`config.mk`:
```
export PLATFORM = sky130hd
export DESIGN_NAME = ula_entrada_operandos
export DESIGN_NICKNAME = d
export VERILOG_FILES = /design/src/rtl/ula_entrada_operandos.sv
export SDC_FILE = /design/constraint.sdc
export NUM_CORES = 1
export LEC_CHECK = 0
export CELL_PAD_IN_SITES_DETAIL_PLACEMENT = 1
export CELL_PAD_IN_SITES_GLOBAL_PLACEMENT = 1
export CORE_ASPECT_RATIO = 1.5
export CORE_MARGIN = 8
export CORE_UTILIZATION = 36
export DETAILED_ROUTE_END_ITERATION = 10
export MAX_ROUTING_LAYER = met4
export PLACE_DENSITY = 0.86
export SETUP_SLACK_MARGIN = 0.5
export SLEW_MARGIN = 20
export SYNTH_ARGS = -nofsm -noshare
export SYNTH_HDL_FRONTEND = slang
export SYNTH_SLANG_ARGS = --single-unit
```
`constraint.sdc`:
```
create_clock -name CLOCK_50 -period 1.9 [get_ports CLOCK_50]
set_input_delay 0.38 -clock CLOCK_50 [delete_from_list [all_inputs] [get_ports CLOCK_50]]
set_output_delay 0.38 -clock CLOCK_50 [all_outputs]
set_load 0.02 [all_outputs]
```
`src/rtl/ula_entrada_operandos.sv`:
```
// Operand-entry sequencer for the ULA: debounced push-button steps through A, B and
// operation loads, waits for the ULA pipeline, then captures and holds its result.
module ula_entrada_operandos #(
  parameter int unsigned DEBOUNCE_CYCLES = 500000,
  parameter int unsigned ULA_LATENCY     = 3
) (
  input  logic       CLOCK_50,
  input  logic       reset_n,
  input  logic [5:0] dado,
  input  logic [2:0] op_sel,
  input  logic       modo_sel,
  input  logic       botao,
  input  logic [5:0] ula_resultado,
  input  logic       ula_overflow,
  input  logic       ula_zero,
  output logic [5:0] A,
  output logic [5:0] B,
  output logic [2:0] operacao,
  output logic       modo,
  output logic       valido,
  output logic [5:0] resultado,
  output logic       overflow,
  output logic       zero,
  output logic       pronto,
  output logic [2:0] estado
);

  localparam int unsigned DATA_W  = 6;
  localparam int unsigned OP_W    = 3;
  localparam int unsigned DEB_W   = (DEBOUNCE_CYCLES > 2) ? $clog2(DEBOUNCE_CYCLES) : 1;
  localparam int unsigned WAIT_W  = (ULA_LATENCY > 1) ? $clog2(ULA_LATENCY + 1) : 1;
  localparam logic [DEB_W-1:0]  DEB_LAST  = DEB_W'(DEBOUNCE_CYCLES - 1);
  localparam logic [WAIT_W-1:0] WAIT_INIT = WAIT_W'(ULA_LATENCY);
  localparam logic [WAIT_W-1:0] WAIT_LAST = WAIT_W'(1);

  typedef enum logic [2:0] {
    ESPERA_A  = 3'd0,
    ESPERA_B  = 3'd1,
    ESPERA_OP = 3'd2,
    CALCULA   = 3'd3,
    EXIBE     = 3'd4
  } state_t;

  // Button synchronizer and debouncer; press is a one-cycle pulse on a stable fall.
  logic             sync_0;
  logic             sync_1;
  logic             stable;
  logic [DEB_W-1:0] deb_cnt;
  logic             press;

  always_ff @(posedge CLOCK_50 or negedge reset_n) begin
    if (!reset_n) begin
      sync_0  <= 1'b1;
      sync_1  <= 1'b1;
      stable  <= 1'b1;
      deb_cnt <= '0;
      press   <= 1'b0;
    end else begin
      sync_0 <= botao;
      sync_1 <= sync_0;
      press  <= 1'b0;
      if (sync_1 == stable) begin
        deb_cnt <= '0;
      end else if (deb_cnt == DEB_LAST) begin
        stable  <= sync_1;
        deb_cnt <= '0;
        press   <= ~sync_1;
      end else begin
        deb_cnt <= deb_cnt + DEB_W'(1);
      end
    end
  end

  // Sequencer state and datapath registers.
  state_t              state_q;
  state_t              state_d;
  logic [WAIT_W-1:0]   wait_q;
  logic [WAIT_W-1:0]   wait_d;
  logic [DATA_W-1:0]   a_d;
  logic [DATA_W-1:0]   b_d;
  logic [OP_W-1:0]     op_d;
  logic                modo_d;
  logic                valido_d;
  logic [DATA_W-1:0]   res_d;
  logic                ovf_d;
  logic                zero_d;
  logic                pronto_d;

  always_ff @(posedge CLOCK_50 or negedge reset_n) begin
    if (!reset_n) begin
      state_q   <= ESPERA_A;
      wait_q    <= '0;
      A         <= '0;
      B         <= '0;
      operacao  <= '0;
      modo      <= 1'b0;
      valido    <= 1'b0;
      resultado <= '0;
      overflow  <= 1'b0;
      zero      <= 1'b0;
      pronto    <= 1'b0;
    end else begin
      state_q   <= state_d;
      wait_q    <= wait_d;
      A         <= a_d;
      B         <= b_d;
      operacao  <= op_d;
      modo      <= modo_d;
      valido    <= valido_d;
      resultado <= res_d;
      overflow  <= ovf_d;
      zero      <= zero_d;
      pronto    <= pronto_d;
    end
  end

  // Next-state and register loads; switches are only sampled on the press cycle.
  always_comb begin
    state_d  = state_q;
    wait_d   = wait_q;
    a_d      = A;
    b_d      = B;
    op_d     = operacao;
    modo_d   = modo;
    valido_d = valido;
    res_d    = resultado;
    ovf_d    = overflow;
    zero_d   = zero;
    pronto_d = pronto;
    case (state_q)
      ESPERA_A: begin
        if (press) begin
          a_d     = dado;
          state_d = ESPERA_B;
        end
      end
      ESPERA_B: begin
        if (press) begin
          b_d     = dado;
          state_d = ESPERA_OP;
        end
      end
      ESPERA_OP: begin
        if (press) begin
          op_d     = op_sel;
          modo_d   = modo_sel;
          valido_d = 1'b1;
          wait_d   = WAIT_INIT;
          state_d  = CALCULA;
        end
      end
      CALCULA: begin
        // Presses here are deliberately dropped, including one on the capture edge.
        if (wait_q == WAIT_LAST) begin
          res_d    = ula_resultado;
          ovf_d    = ula_overflow;
          zero_d   = ula_zero;
          pronto_d = 1'b1;
          state_d  = EXIBE;
        end else begin
          wait_d = wait_q - WAIT_W'(1);
        end
      end
      EXIBE: begin
        if (press) begin
          valido_d = 1'b0;
          pronto_d = 1'b0;
          state_d  = ESPERA_A;
        end
      end
      default: begin
        state_d = ESPERA_A;
      end
    endcase
  end

  assign estado = state_q;

endmodule

```
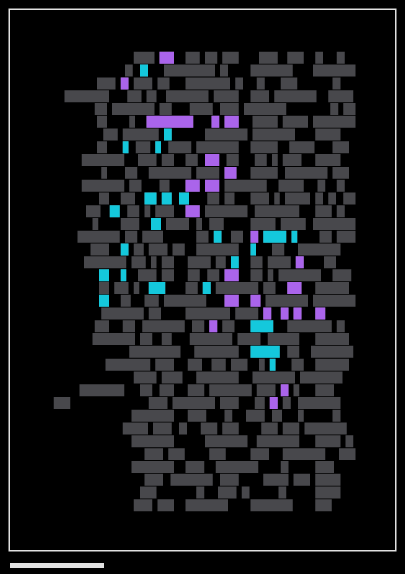
(run_1/gate_families.png)
Bar = 20 µm.
purple -> inverting AOI/OAI gates  # cells 23, most used o21ai_0, where centre
cyan -> NAND gates  # cells 23
most common logic cell in the routed design: dfrtp_1
non-filler cells, final: 366
Comb/total area: 33.1%

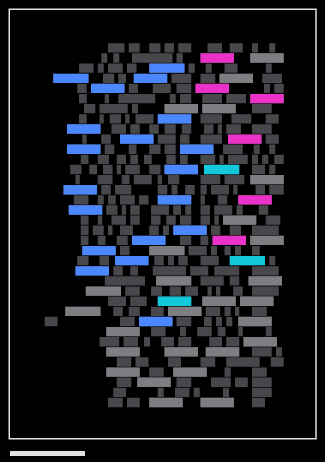
(run_1/registers.png)
Bar = 20 µm. Other sequential cells in the stronger grey, the rest of the logic in the fainter grey.
blue -> deb_cnt  # flops 19
magenta -> A  # flops 6
cyan -> estado  # flops 3
Flop area: 1360 µm²
P_seq: 1180 µW

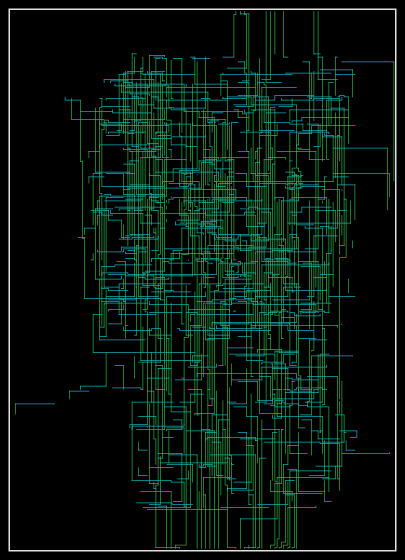
(run_1/metal_stack.png)
Two of the layers only.
green -> met2  # wire length 5100 µm
cyan -> met1  # wire length 2830 µm
vias: 2007
Avg WL per Cell: 23.0 µm
DRT Wirelength: 8430 µm
total track usage: 18.4%

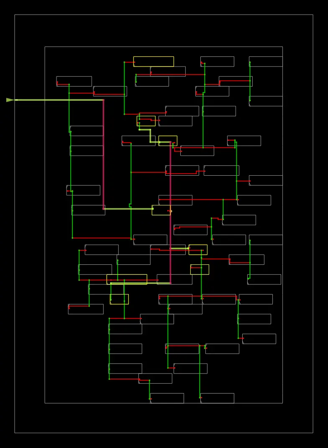
(run_1/final_clocks.png)
clk sinks: 54
clk_skew: 20.3 ps
clk_lat worst skew: 320 ps
clk pwr: 969 µW

==> Changelog: implementation, run 1 <==
### Metrics

- Outcome: finished, final reports clean
- # diodes: 0
- P&R area growth vs syn: 54.4%
- Clock root buffer: clkbuf_8
- CTS tree: done
- Post-synth ARST share: 100%
- Period utilization: 97.0%
- Number of fill cells in the layout: 683
- RD Place Congestion: 0.776
- Yosys stat area: 2350 µm²
- Largest net degree at the start of global routing: 23
- Synthesized area per cell: 12.2 µm²
- Die X: 81.9 µm
- Die Area: 9410 µm²
- Biggest area cells: dfrtp_1 54%, mux2_2 12%, dfstp_2 3.4%
- Iter 0 DRT Violations: 148
- # H-tree levels: 2
- DRC viols: 0
- Final Hold Viols: 0
- Dpl cells: 326
- Ports: 50
- RSZ-0062 raised after global routing: true
- Critical path cell sequence: nor4_2, nand4_1, or4_4, mux2_4
- Synth warnings: 0
- Buf/Inv on CP: 0
- Slew @ Worst Pin: 471 ps
- Leakage power: 0.00159 µW
- Tally of OpenROAD warnings: 29
- Yosys Instances: 192
- Number of nets still failing antenna checks after routing: 0
- Top cells by count: 51 x dfrtp_1, 24 x mux2_2, 18 x nor2_1
- Crit path max-delay family: simple AND/OR/NAND/NOR gates
- Power Total: 2310 µW
- GRT Residual Overflow: 0
- Setup WS pre-CTS: 63.2 ps
- Peak supply drop: 0.348 mV
- Fin Hold WS: 360 ps
- FP Rows: 36
- Final HPWL DP: 4870 µm
- Top-count cell post-synth: dfrtp_1
- Critical path type: reg2reg
- CTS resizes: 99
- CP endpoint kind: register
- Max_cap viols: 0
- CTS clk-pin slew, worst paths: 110 ps
- Synth Register Bits: 54
- Total CTS buffers: 5
- Fin Setup TNS: 0 ps
[run 1: final timing paths]
path	start	end	slack, ps	cells after the start
min in group asynchronous	reset_n	deb_cnt[3]	520	2
max in group asynchronous	reset_n	resultado[3]	850	3
max	deb_cnt[12]	stable	60	4
max reg2reg	deb_cnt[12]	stable	60	4
min reg2reg	sync_0	sync_1	360	0
min	sync_0	sync_1	360	0
[run 1: flip-flops by register name, indices dropped and copies added (netlist names)]
register   count
deb_cnt       19
A              6
B              6
resultado      6
estado         3
operacao       3
wait_q         2
modo           1
overflow       1
press          1
pronto         1
stable         1
sync_0         1
sync_1         1
valido         1
zero           1
[run 1: routing by layer]
metal / part of all wire, % / global-route usage [%] / wire length, µm / vias to the layer above
met4: 2.5 / 5.53 / 208 / 0
met2: 61 / 35.1 / 5100 / 57
met5: 0 / - / 0 / -
met3: 3.4 / 2.66 / 287 / 19
met1: 34 / 18.1 / 2830 / 1056
li1: - / - / - / 875
[run 1: cell type report]
type | count | area, µm² | area share (%)
Clock inverter | 2 | 60.1 | 1.66
Inverter | 5 | 18.8 | 0.518
Sequential cell | 54 | 1360 | 37.6
Multi-Input combinational cell | 128 | 1200 | 33.1
Clock buffer | 6 | 82.6 | 2.28
Timing Repair Buffer | 95 | 808 | 22.3
Tap cell | 76 | 95.1 | 2.62
[run 1: cells by family after synthesis]
logic type / count (synthesis) / share of synthesized area, %
AOI/OAI and AO/OA: 23 / 6.72
xor gates and xnor gates: 13 / 4.85
adders and majority gates: 2 / 1.07
buffers and inverters: 10 / 2.08
DFF: 54 / 57.7
muxes: 25 / 12.2
and+or+nand+nor: 65 / 15.4
[run 1: where the power goes]
| part | switching (µW) | internal, µW |
|---|---|---|
| logic | 76.1 | 79.6 |
| clock network | 407 | 563 |
| registers | 14.3 | 1170 |
| total | 497 | 1810 |
==> run_1/pins.png <==
Pins as bars across the die edge, other pins in grey.
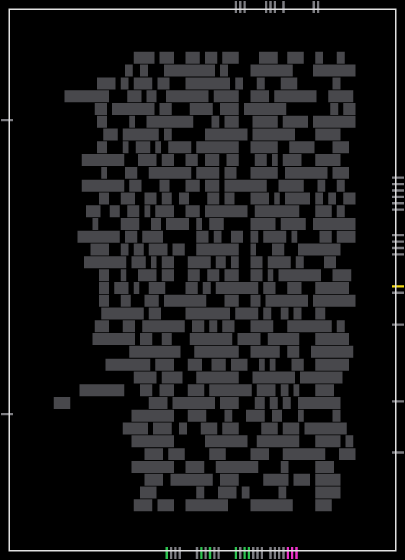

==> inputs of run 2 (changes only) <==
--- a/config.mk
+++ b/config.mk
@@ -5,16 +5,18 @@
 export SDC_FILE = /design/constraint.sdc
 export NUM_CORES = 1
 export LEC_CHECK = 0
+export ABC_AREA = 1
 export CELL_PAD_IN_SITES_DETAIL_PLACEMENT = 1
 export CELL_PAD_IN_SITES_GLOBAL_PLACEMENT = 1
 export CORE_ASPECT_RATIO = 1.5
 export CORE_MARGIN = 8
-export CORE_UTILIZATION = 36
+export CORE_UTILIZATION = 35
 export DETAILED_ROUTE_END_ITERATION = 10
 export MAX_ROUTING_LAYER = met4
-export PLACE_DENSITY = 0.86
+export PLACE_DENSITY = 0.87
 export SETUP_SLACK_MARGIN = 0.5
 export SLEW_MARGIN = 20
 export SYNTH_ARGS = -nofsm -noshare
 export SYNTH_HDL_FRONTEND = slang
 export SYNTH_SLANG_ARGS = --single-unit
+export TNS_END_PERCENT = 100
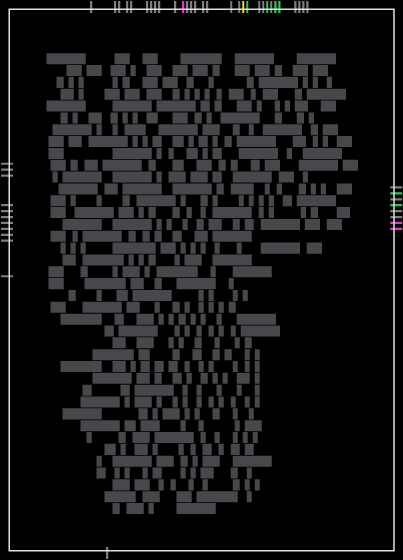
(run_2/pins.png)
Pins as bars across the die edge, other pins in grey.
green -> ula_resultado  # pins 6, direction input, edge 4 north, 2 east
magenta -> operacao  # pins 3, direction output, edge 2 east, 1 north
yellow -> pronto  # pins 1, direction output, edge north
all pins by edge = 30 north, 11 west, 8 east, 1 south

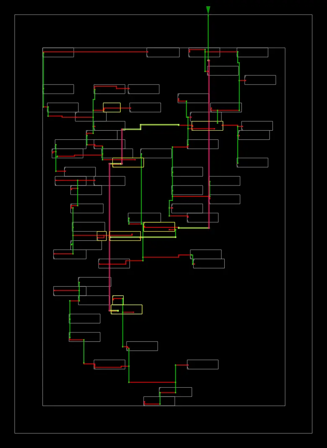
(run_2/final_clocks.png)
Seq cells: 54
total CTS buffers: 5
clk pwr: 977 µW
clk_lat worst skew: 300 ps
CLK BUF: 6

==> Changelog: implementation, run 2 <==
### Metrics

- First-pass GRT wire length: 12600 µm
- DRC viols: 0 (unchanged)
- Hold Buf Count CTS: 0
- Avg WL per Cell: 16.1 µm (-30%)
- Syn_nets: 357
- Post-synth ARST share: 100% (unchanged)
- Final HPWL DP: 5680 µm (+17%)
- Max_cap viols: 0 (unchanged)
- CP endpoint kind: register
- P&R area growth vs syn: 32.6%
- Tmin final: 1420 ps
- Critical path data arrival time: 1610 ps
- Die Area: 10900 µm² (+16%)
- CP required: 2090 ps
- Input/output buffers: 49
- Clock root buffer: clkbuf_16
- Largest register FFs: 19 (unchanged)
- Crit path max-delay family: simple AND/OR/NAND/NOR gates
- Yosys top cell by area: dfrtp_1
- # diodes: 0 (unchanged)
- Ports: 50 (unchanged)
- Crit path launch type: register
- Nets@finish: 415
- Highest clock rate: 0.705 GHz
- RSZ-0062 raised after global routing: true
- Final Hold Viols: 0 (unchanged)
- Synth Register Bits: 54 (unchanged)
- Crit Path Max Fanout: 6
- DR vias/cell: 4.87
- Distinct lib cells used: 31
- Critical path type: reg2reg
- CTS tree: done
- Total track usage: 15.2% (-3.2 points)
- Slew @ Worst Pin: 391 ps (-79.9 ps)
- Initial Util: 35.8%
- CTS Buffer Depth: 2
- Power Total: 2260 µW (-2.1%)
- Share of cells above drive strength 1: 23.4%
- Mapped Cells: 334
- Number of nets still failing antenna checks after routing: 0 (unchanged)
- RD Place Congestion: 0.884 (+14%)
- Leakage power: 0.00158 µW (-0.66%)
- Yosys stat area: 2730 µm² (+16%)
- Critical path cell sequence: ha_4, nand2_4, nor2_4, nand2_2, nor2_4, nand2_4, nand2_4, nor2_1
- Register-to-register setup slack: 480 ps (+420 ps)
- Period utilization: 74.6% (-22 points)
- Clk_skew: 4.06 ps (-16.2 ps)
- # H-tree levels: 2 (unchanged)
- Top cells by count: 79 x nand2_1, 51 x dfrtp_1, 45 x nor2_1, 36 x inv_1, 29 x nand3_1
- CTS resizes: 49 (-51%)
- FP Rows: 39 (+8.3%)
- Post-CTS setup buffers: 2
- Pre-Repair DR Iteration Count: 4
- CP peak stage delay: 400 ps
- Clk sinks: 54 (unchanged)
- Most common logic cell in the routed design: nand2_1
- Die X: 88.0 µm (+7.5%)
- Top_reg_cell synth: dfrtp_1
- Largest net degree at the start of global routing: 55 (+140%)
- Mapped cell area: 2730 µm²
- Top cells excl fill/tap: 76 x nand2_1, 46 x dfrtp_1, 40 x nor2_1
- Most used cell along the critical path: nand2_4
- Buf/Inv on CP: 0 (unchanged)
- DRT Wirelength: 7990 µm (-5.3%)
- Pwr/cell area: 625 nW/µm²
- Synth warnings: 0 (unchanged)
- Fin Setup TNS: 0 ps (unchanged)
- Seq/Total Area, Yosys: 49.7%
- Vias: 2413 (+20%)
- Iter 0 DRT Violations: 57 (-61%)
- Setup WS pre-CTS: 389 ps (+325 ps)
- Reg with most FFs: deb_cnt
- Top-count cell post-synth: nand2_1
- CTS clk-pin slew, worst paths: 70 ps (-40 ps)
- Yosys Instances: 334 (+74%)
- Hold Path Class: in2async
- R2r startpoint: deb_cnt[1]
- R2r endpoint: deb_cnt[0]
- Tally of OpenROAD warnings: 28 (-3.4%)
- Peak supply drop: 0.426 mV (+23%)
- Outcome: finished, final reports clean
- Setup Viol. Count Final: 0
- Synthesized area per cell: 8.16 µm² (-33%)
- FF-to-FF path depth: 8 (+4)
- Biggest area cells: dfrtp_1 47%, nand2_1 11%, nor2_1 6.2%
- Final Slew Violations: 0
- Slowest CP cell: dfrtp_1
- GRT Residual Overflow: 0 (unchanged)
==> run 2: metrics by stage <==
stage	util (%)	hold WS [ps]	instance area [µm²]	instances
finish	47.5	61.5	3610	495
CTS	46.0	82.5	3500	492
global route	47.5	89.3	3610	495
floorplan	-	84.4	2730	334
detailed placement	43.8	351	3330	482
global placement	43.8	346	3330	482
==> run 2: cells by family after synthesis <==
family                   count (synthesis)  share of synthesized area, %
buffers and inverters                   52                          7.62
adder cells (fa/ha/maj)                  2                         0.918
XOR/XNOR                                 8                          2.85
AND-OR/OR-AND                           29                          6.24
flip-flops                              54                          49.7
AND/OR/NAND/NOR                        189                          32.6
==> run 2: routing by layer <==
layer	vias to the layer above	global-route usage [%]	routed length, µm
met4	0	6.70	176
met5	-	-	0
met2	38	27.9	4640
met1	1208	15.4	2990
met3	13	2.25	178
li1	1154	-	-
==> run 2: worst max path at each step <==
stage | start | endpoint | slack [ps] | cells after the start
finish | deb_cnt[1] | deb_cnt[0] | 480 | 8
global route | deb_cnt[0] | deb_cnt[0] | 420 | 8
CTS | estado[1] | estado[1] | 400 | 1
detailed placement | press | A[1] | 390 | 5
global placement | estado[1] | estado[1] | 450 | 1
floorplan | deb_cnt[0] | deb_cnt[17] | 620 | 8
==> run 2: where the power goes <==
part / internal (µW) / switching, µW / total, µW
Sequential: 1160 / 9.27 / 1170
Clock: 531 / 446 / 977
Combinational: 56.2 / 58.1 / 114
Total: 1740 / 513 / 2260
==> run 2: cell type report <==
| type | instances | area, µm² |
|---|---|---|
| Tap cell | 102 | 128 |
| Sequential cell | 54 | 1360 |
| Clock buffer | 6 | 139 |
| Fill cell | 946 | 4000 |
| Clock inverter | 2 | 16.3 |
| Inverter | 48 | 183 |
| Timing Repair Buffer | 55 | 514 |
| Multi-Input combinational cell | 228 | 1270 |
No activity file was given, so power comes from the tool's default toggle rates.
